--- config.mk ---
export PLATFORM = sky130hd
export DESIGN_NAME = diagv2_test_sequencer_flat
export DESIGN_NICKNAME = d
export VERILOG_FILES = /design/src/rtl/diagv2_test_sequencer_if.sv /design/src/rtl/diagv2_test_sequencer.sv /design/src/flat_wrapper.sv
export SDC_FILE = /design/constraint.sdc
export NUM_CORES = 1
export LEC_CHECK = 0
export ABC_AREA = 1
export CAP_MARGIN = 10
export CORE_ASPECT_RATIO = 1.5
export CORE_MARGIN = 2
export CORE_UTILIZATION = 35
export CTS_BUF_LIST = sky130_fd_sc_hd__clkbuf_2 sky130_fd_sc_hd__clkbuf_4 sky130_fd_sc_hd__clkbuf_8
export CTS_CLUSTER_SIZE = 12
export DETAILED_ROUTE_END_ITERATION = 10
export PLACE_DENSITY = 0.62
export REMOVE_ABC_BUFFERS = 1
export SYNTH_ARGS = -nofsm -noshare
export SYNTH_HDL_FRONTEND = slang
export SYNTH_SLANG_ARGS = --single-unit
export TNS_END_PERCENT = 100
--- constraint.sdc ---
create_clock -name clk -period 3.9 [get_ports clk]
set_input_delay 1.17 -clock clk [delete_from_list [all_inputs] [get_ports clk]]
set_output_delay 1.17 -clock clk [all_outputs]
set_load 0.01 [all_outputs]
--- src/rtl/diagv2_test_sequencer_if.sv ---
// Loader handshake and core control/observation bundle between the test
// sequencer (master) and the loader/core side (slave).
interface diagv2_test_sequencer_if #(
    parameter int IDX_W  = 6,
    parameter int DATA_W = 32
);
    logic              load_req;
    logic [IDX_W-1:0]  load_idx;
    logic              load_ack;
    logic              ecall;
    logic [DATA_W-1:0] a7;
    logic [DATA_W-1:0] a0;
    logic              core_reset;
    logic              core_halt;

    modport master (
        output load_req, load_idx, core_reset, core_halt,
        input  load_ack, ecall, a7, a0
    );

    modport slave (
        input  load_req, load_idx, core_reset, core_halt,
        output load_ack, ecall, a7, a0
    );
endinterface

--- src/rtl/diagv2_test_sequencer.sv ---
// On-board regression sequencer: loads each program image, resets and runs the
// core, freezes it on ecall and tallies pass/fail/timeout results.
module diagv2_test_sequencer #(
    parameter int          TESTS      = 50,
    parameter int          IDX_W      = 6,
    parameter int          CNT_W      = 8,
    parameter int          DATA_W     = 32,   // core data bus width
    parameter int          RST_CYCLES = 2,
    parameter int unsigned TIMEOUT    = 65535
) (
    input  logic                   clk,
    input  logic                   reset,
    input  logic                   start,
    diagv2_test_sequencer_if.master bus,
    output logic [CNT_W-1:0]       passed,
    output logic [CNT_W-1:0]       failed,
    output logic [7:0]             last_code,
    output logic                   bad_ecall,
    output logic                   timed_out,
    output logic                   done
);

    localparam int WD_W = (TIMEOUT > 1) ? $clog2(TIMEOUT) : 1;
    localparam logic [WD_W-1:0]  WD_LAST   = (TIMEOUT > 0) ? WD_W'(TIMEOUT - 1) : '0;
    localparam logic [3:0]       RST_LAST  = 4'(RST_CYCLES - 1);
    localparam logic [IDX_W-1:0] IDX_LAST  = IDX_W'(TESTS - 1);
    localparam logic [DATA_W-1:0] EXIT_NR  = DATA_W'(93);

    typedef enum logic [2:0] {
        ST_IDLE,
        ST_LOAD,
        ST_RSTC,
        ST_RUN,
        ST_CHECK,
        ST_DONE
    } state_t;

    state_t            state_reg;
    logic [IDX_W-1:0]  idx_reg;
    logic [3:0]        rst_cnt_reg;
    logic [WD_W-1:0]   wd_reg;
    logic              load_req_reg;
    logic              core_reset_reg;
    logic              core_halt_reg;
    logic [CNT_W-1:0]  passed_reg;
    logic [CNT_W-1:0]  failed_reg;
    logic [7:0]        last_code_reg;
    logic              bad_ecall_reg;
    logic              timed_out_reg;
    logic              done_reg;
    logic              chk_timeout_reg;
    logic              chk_a7_ok_reg;
    logic              chk_a0_zero_reg;
    logic [7:0]        chk_code_reg;
    logic              wd_expired;

    // TIMEOUT of zero removes the watchdog entirely
    generate
        if (TIMEOUT == 0) begin : g_no_wd
            assign wd_expired = 1'b0;
        end else begin : g_wd
            assign wd_expired = (wd_reg == WD_LAST);
        end
    endgenerate

    function automatic logic [CNT_W-1:0] sat_inc(input logic [CNT_W-1:0] v);
        return (&v) ? v : v + CNT_W'(1);
    endfunction

    always_ff @(posedge clk or negedge reset) begin
        if (!reset) begin
            state_reg       <= ST_IDLE;
            idx_reg         <= '0;
            rst_cnt_reg     <= '0;
            wd_reg          <= '0;
            load_req_reg    <= 1'b0;
            core_reset_reg  <= 1'b1;
            core_halt_reg   <= 1'b1;
            passed_reg      <= '0;
            failed_reg      <= '0;
            last_code_reg   <= '0;
            bad_ecall_reg   <= 1'b0;
            timed_out_reg   <= 1'b0;
            done_reg        <= 1'b0;
            chk_timeout_reg <= 1'b0;
            chk_a7_ok_reg   <= 1'b0;
            chk_a0_zero_reg <= 1'b0;
            chk_code_reg    <= '0;
        end else begin
            case (state_reg)
                ST_IDLE, ST_DONE: begin
                    if (start) begin
                        state_reg      <= ST_LOAD;
                        idx_reg        <= '0;
                        load_req_reg   <= 1'b1;
                        core_reset_reg <= 1'b1;
                        core_halt_reg  <= 1'b1;
                        passed_reg     <= '0;
                        failed_reg     <= '0;
                        last_code_reg  <= '0;
                        bad_ecall_reg  <= 1'b0;
                        timed_out_reg  <= 1'b0;
                        done_reg       <= 1'b0;
                    end
                end

                ST_LOAD: begin
                    if (bus.load_ack) begin
                        state_reg     <= ST_RSTC;
                        load_req_reg  <= 1'b0;
                        core_halt_reg <= 1'b0;
                        rst_cnt_reg   <= '0;
                        wd_reg        <= '0;
                    end
                end

                // core is clocked with reset asserted for RST_CYCLES edges
                ST_RSTC: begin
                    if (rst_cnt_reg == RST_LAST) begin
                        state_reg      <= ST_RUN;
                        core_reset_reg <= 1'b0;
                    end else begin
                        rst_cnt_reg <= rst_cnt_reg + 4'd1;
                    end
                end

                ST_RUN: begin
                    if (bus.ecall) begin
                        state_reg       <= ST_CHECK;
                        core_halt_reg   <= 1'b1;
                        chk_timeout_reg <= 1'b0;
                        chk_a7_ok_reg   <= (bus.a7 == EXIT_NR);
                        chk_a0_zero_reg <= (bus.a0 == '0);
                        chk_code_reg    <= bus.a0[7:0];
                    end else if (wd_expired) begin
                        state_reg       <= ST_CHECK;
                        core_halt_reg   <= 1'b1;
                        chk_timeout_reg <= 1'b1;
                    end else begin
                        wd_reg <= wd_reg + WD_W'(1);
                    end
                end

                ST_CHECK: begin
                    if (chk_timeout_reg) begin
                        failed_reg    <= sat_inc(failed_reg);
                        timed_out_reg <= 1'b1;
                        last_code_reg <= 8'hFF;
                    end else if (!chk_a7_ok_reg) begin
                        failed_reg    <= sat_inc(failed_reg);
                        bad_ecall_reg <= 1'b1;
                        last_code_reg <= chk_code_reg;
                    end else begin
                        last_code_reg <= chk_code_reg;
                        if (chk_a0_zero_reg) begin
                            passed_reg <= sat_inc(passed_reg);
                        end else begin
                            failed_reg <= sat_inc(failed_reg);
                        end
                    end

                    if (idx_reg == IDX_LAST) begin
                        state_reg      <= ST_DONE;
                        done_reg       <= 1'b1;
                        core_reset_reg <= 1'b0;
                    end else begin
                        state_reg      <= ST_LOAD;
                        idx_reg        <= idx_reg + IDX_W'(1);
                        load_req_reg   <= 1'b1;
                        core_reset_reg <= 1'b1;
                    end
                end

                default: state_reg <= ST_IDLE;
            endcase
        end
    end

    // halt follows ecall combinationally in RUN so the ECALL itself never retires
    assign bus.core_halt  = (state_reg == ST_RUN) ? bus.ecall : core_halt_reg;
    assign bus.core_reset = core_reset_reg;
    assign bus.load_req   = load_req_reg;
    assign bus.load_idx   = idx_reg;

    assign passed    = passed_reg;
    assign failed    = failed_reg;
    assign last_code = last_code_reg;
    assign bad_ecall = bad_ecall_reg;
    assign timed_out = timed_out_reg;
    assign done      = done_reg;

endmodule

--- src/flat_wrapper.sv ---
// flat-port wrapper written by rule: the top's interface ports become plain ports
module diagv2_test_sequencer_flat 
#(
    parameter int          TESTS      = 50,
    parameter int          IDX_W      = 6,
    parameter int          CNT_W      = 8,
    parameter int          DATA_W     = 32,                         
    parameter int          RST_CYCLES = 2,
    parameter int unsigned TIMEOUT    = 65535
)
  (clk, reset, start, passed, failed, last_code, bad_ecall, timed_out, done, bus_load_req, bus_load_idx, bus_core_reset, bus_core_halt, bus_load_ack, bus_ecall, bus_a7, bus_a0);
  diagv2_test_sequencer_if #(.IDX_W(IDX_W), .DATA_W(DATA_W)) bus_i ();
  input  logic clk;
  input  logic reset;
  input  logic start;
  output logic [CNT_W-1:0] passed;
  output logic [CNT_W-1:0] failed;
  output logic [7:0] last_code;
  output logic bad_ecall;
  output logic timed_out;
  output logic done;
  output wire logic [$bits(bus_i.load_req)-1:0] bus_load_req;
  output wire logic [$bits(bus_i.load_idx)-1:0] bus_load_idx;
  output wire logic [$bits(bus_i.core_reset)-1:0] bus_core_reset;
  output wire logic [$bits(bus_i.core_halt)-1:0] bus_core_halt;
  input wire logic [$bits(bus_i.load_ack)-1:0] bus_load_ack;
  input wire logic [$bits(bus_i.ecall)-1:0] bus_ecall;
  input wire logic [$bits(bus_i.a7)-1:0] bus_a7;
  input wire logic [$bits(bus_i.a0)-1:0] bus_a0;
  assign bus_load_req = bus_i.load_req;
  assign bus_load_idx = bus_i.load_idx;
  assign bus_core_reset = bus_i.core_reset;
  assign bus_core_halt = bus_i.core_halt;
  assign bus_i.load_ack = bus_load_ack;
  assign bus_i.ecall = bus_ecall;
  assign bus_i.a7 = bus_a7;
  assign bus_i.a0 = bus_a0;
  diagv2_test_sequencer #(.TESTS(TESTS), .IDX_W(IDX_W), .CNT_W(CNT_W), .DATA_W(DATA_W), .RST_CYCLES(RST_CYCLES), .TIMEOUT(TIMEOUT)) u_core (.clk(clk), .reset(reset), .start(start), .bus(bus_i), .passed(passed), .failed(failed), .last_code(last_code), .bad_ecall(bad_ecall), .timed_out(timed_out), .done(done));
endmodule
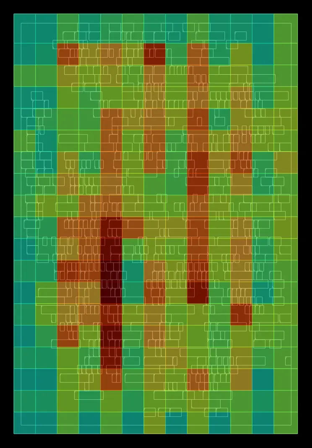
**Above:** routing congestion.
global routing usage on met2: 32.5%
Routed wire per std cell: 12.7 um
met3 Usage GRT: 2.38%

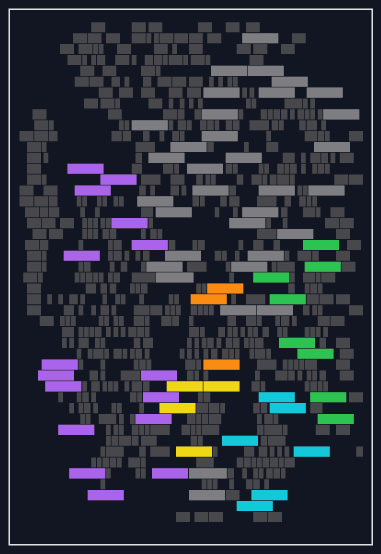
**Above:** register map, names as in the netlist.
(4 px per um) Other sequential cells in the stronger gray, the rest of the logic in the fainter gray.
Key: u_core.rst_cnt_reg = yellow [sequential cells 4, where south]; u_core.failed = green [sequential cells 8, where east]; u_core.wd_reg = purple [sequential cells 16]; u_core.state_reg = orange [sequential cells 3]; u_core.bus.load_idx = cyan [sequential cells 6, where south-east]
Another 33 sequential cells are not colored.
fraction of area in registers: 33.0%
P_seq: 1020 uW
total area of sequential cells: 0.00175 mm2

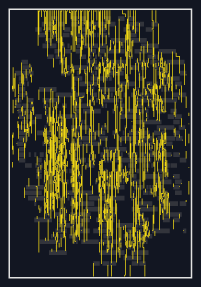
**Above:** signal wires on met2.
(2 px per um) Cells faint in the background.
The longest straight run is 43.2 um. The wires run mostly vertical. 568 nets have wire on it.
vias: 3772
total wire length: 10100 um

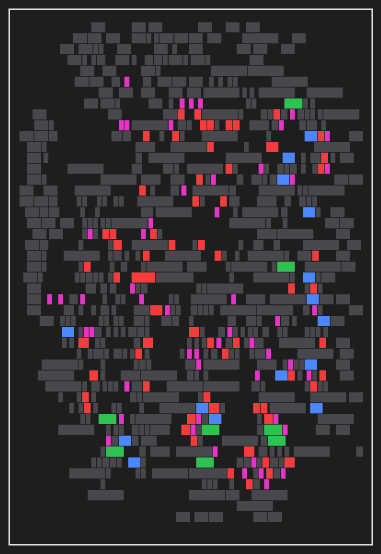
**Above:** selected gate families.
(4 px per um)
Key: fa/ha/maj cells = green [cells 8, most used ha_1]; inv cells = magenta [cells 53, most used inv_1]; aoi and oai cells = red [cells 63, most used o21ai_0]; xor and xnor cells = blue [cells 15, most used xor2_1]

==> design notes <==
The maximum buffer depth of the clock tree is 2. The worst reg-to-reg path cell count was 7; the highest clock rate was 276 MHz. The run gives 1116 as the number of filler instances in the final layout. The commonest cells after synthesis are sky130_fd_sc_hd__nand2_1 (161), sky130_fd_sc_hd__dfrtp_1 (68), sky130_fd_sc_hd__nor2_1 (68), sky130_fd_sc_hd__inv_1 (49), sky130_fd_sc_hd__nand3_1 (43).

The synthesized netlist occupies a cell area of 0.00392 mm2. In the finished design the tool counted flip-flops and latches totalling 70. The flow ran to the end, and the final reports show no timing, DRC or antenna violations.

Across the whole layout, multi-input logic makes up 36.0% of the cell area. Of the total synthesized cell area, the portion taken by AND-OR and OR-AND cells is 9.65%. The largest non-sequential cell family by area is simple AND/OR/NAND/NOR gates.

The synthesized netlist devotes 2.56% of its cell area to adder and majority cells. The tools report the cts-stage hold buffer count as 0. The tools report the number of resized instances in the post-cts repair step as 0. The share of the core area taken by cells at floorplan is 35.6%.

The power density over cell area is 486 mW/mm2, and the tightest hold margin is 0.468 ns. The run gives 3 as the maximum level of the CTS H-tree. The first detailed-routing pass ran for 4 iterations. The run gives 9 for the clock buffer count from CTS. Looking at the setup timing report, the critical path kind is in -> out. The biggest cell category by area in the final layout is multi-input combinational cells. The area share of xor/xnor cells in the synthesized design is 3.36%.

The most frequently used cell type in the post-synthesis netlist was sky130_fd_sc_hd__nand2_1. The delay of the slowest cell on the worst path is 0.53 ns, and the clock sink count is 70. The most critical min-delay path falls under reg -> reg.

Per the timing report, the most critical flop-to-flop path originates at u_core.state_reg[2]$_DFFE_PN0P_. The region available for standard cell placement spans 0.0110 mm2. In the synthesized netlist the async set-or-reset flop fraction comes to 100%. For the cell count in the Yosys report, the log shows 527. Relative to the synthesized area, the layout overhead comes to 35.8%. The top power consumer group is registers. The final instance count without filler cells is 791, and the total negative slack for setup checks is 0 ns. The switching share of power works out to 39.5%. Total overflow reported by the global router: 0. Number of buffers outside the clock class in the layout: 110.

The run gives 0 as the Yosys warning count. With the initial antenna violation count at 0, the chip area from the yosys synthesis statistics is 0.00392 mm2. The tools report the clock tree skew after final layout as 0.0106 ns. Post-CTS repair timing setup buffer count: 0. The cell that appears most often on the critical path is sky130_fd_sc_hd__clkdlybuf4s50_1.

Warnings raised by the tools during the run amount to 28. The run gives 0.36 ns for the clock latency on the worst-skew pair. The run gives 20.3% for the final-layout non-clock buffer area share.

Combinational logic burns 39.4% of the power. With the chip area at 0.0121 mm2, the synthesized area per cell is 7.43 um2. The tools report the endpoint of the worst setup timing path as bus_core_halt. In this run the vertical extent of the chip is 134 um.

Clock network area share: 3.48%. In the Yosys stats the netlist draws on 35 distinct library cells. For the HPWL after detailed placement, the log shows 7940 um. Looking at the power breakdown, sequential logic takes 39.4% of the total. For the worst min-delay path, the startpoint reported by OpenROAD is u_core.bus.core_reset$_DFFE_PN1P_. The sum of met2 wire segment lengths after detailed routing was 5450 um. Per the final layout report, the fraction of cells sized above drive strength 1 comes to 6.52%. Number of enable-type register cells in the synthesized netlist: 0. After layout, the design draws a total of 2580 uW. The max-slew check reports its worst relative slack as 31.5%.

By area the synthesized netlist is led by sky130_fd_sc_hd__dfrtp_1 (43%), sky130_fd_sc_hd__nand2_1 (15%), sky130_fd_sc_hd__nor2_1 (6.5%), sky130_fd_sc_hd__nand3_1 (5.5%), sky130_fd_sc_hd__o21ai_0 (4.7%). 0 antenna diodes ended up in the layout. The power attributed to combinational cells came out at 1020 uW. The register-to-register setup slack is 1.90 ns, and the share of power burned in the clock network is 21.3%. Setup repair after global routing left no endpoint under its margin. In the layout the commonest cells are sky130_fd_sc_hd__nand2_1 (161), sky130_fd_sc_hd__clkdlybuf4s50_1 (103), sky130_fd_sc_hd__nor2_1 (68), sky130_fd_sc_hd__dfrtp_1 (68), sky130_fd_sc_hd__inv_1 (49).
Power and IR drop assume default switching activity.
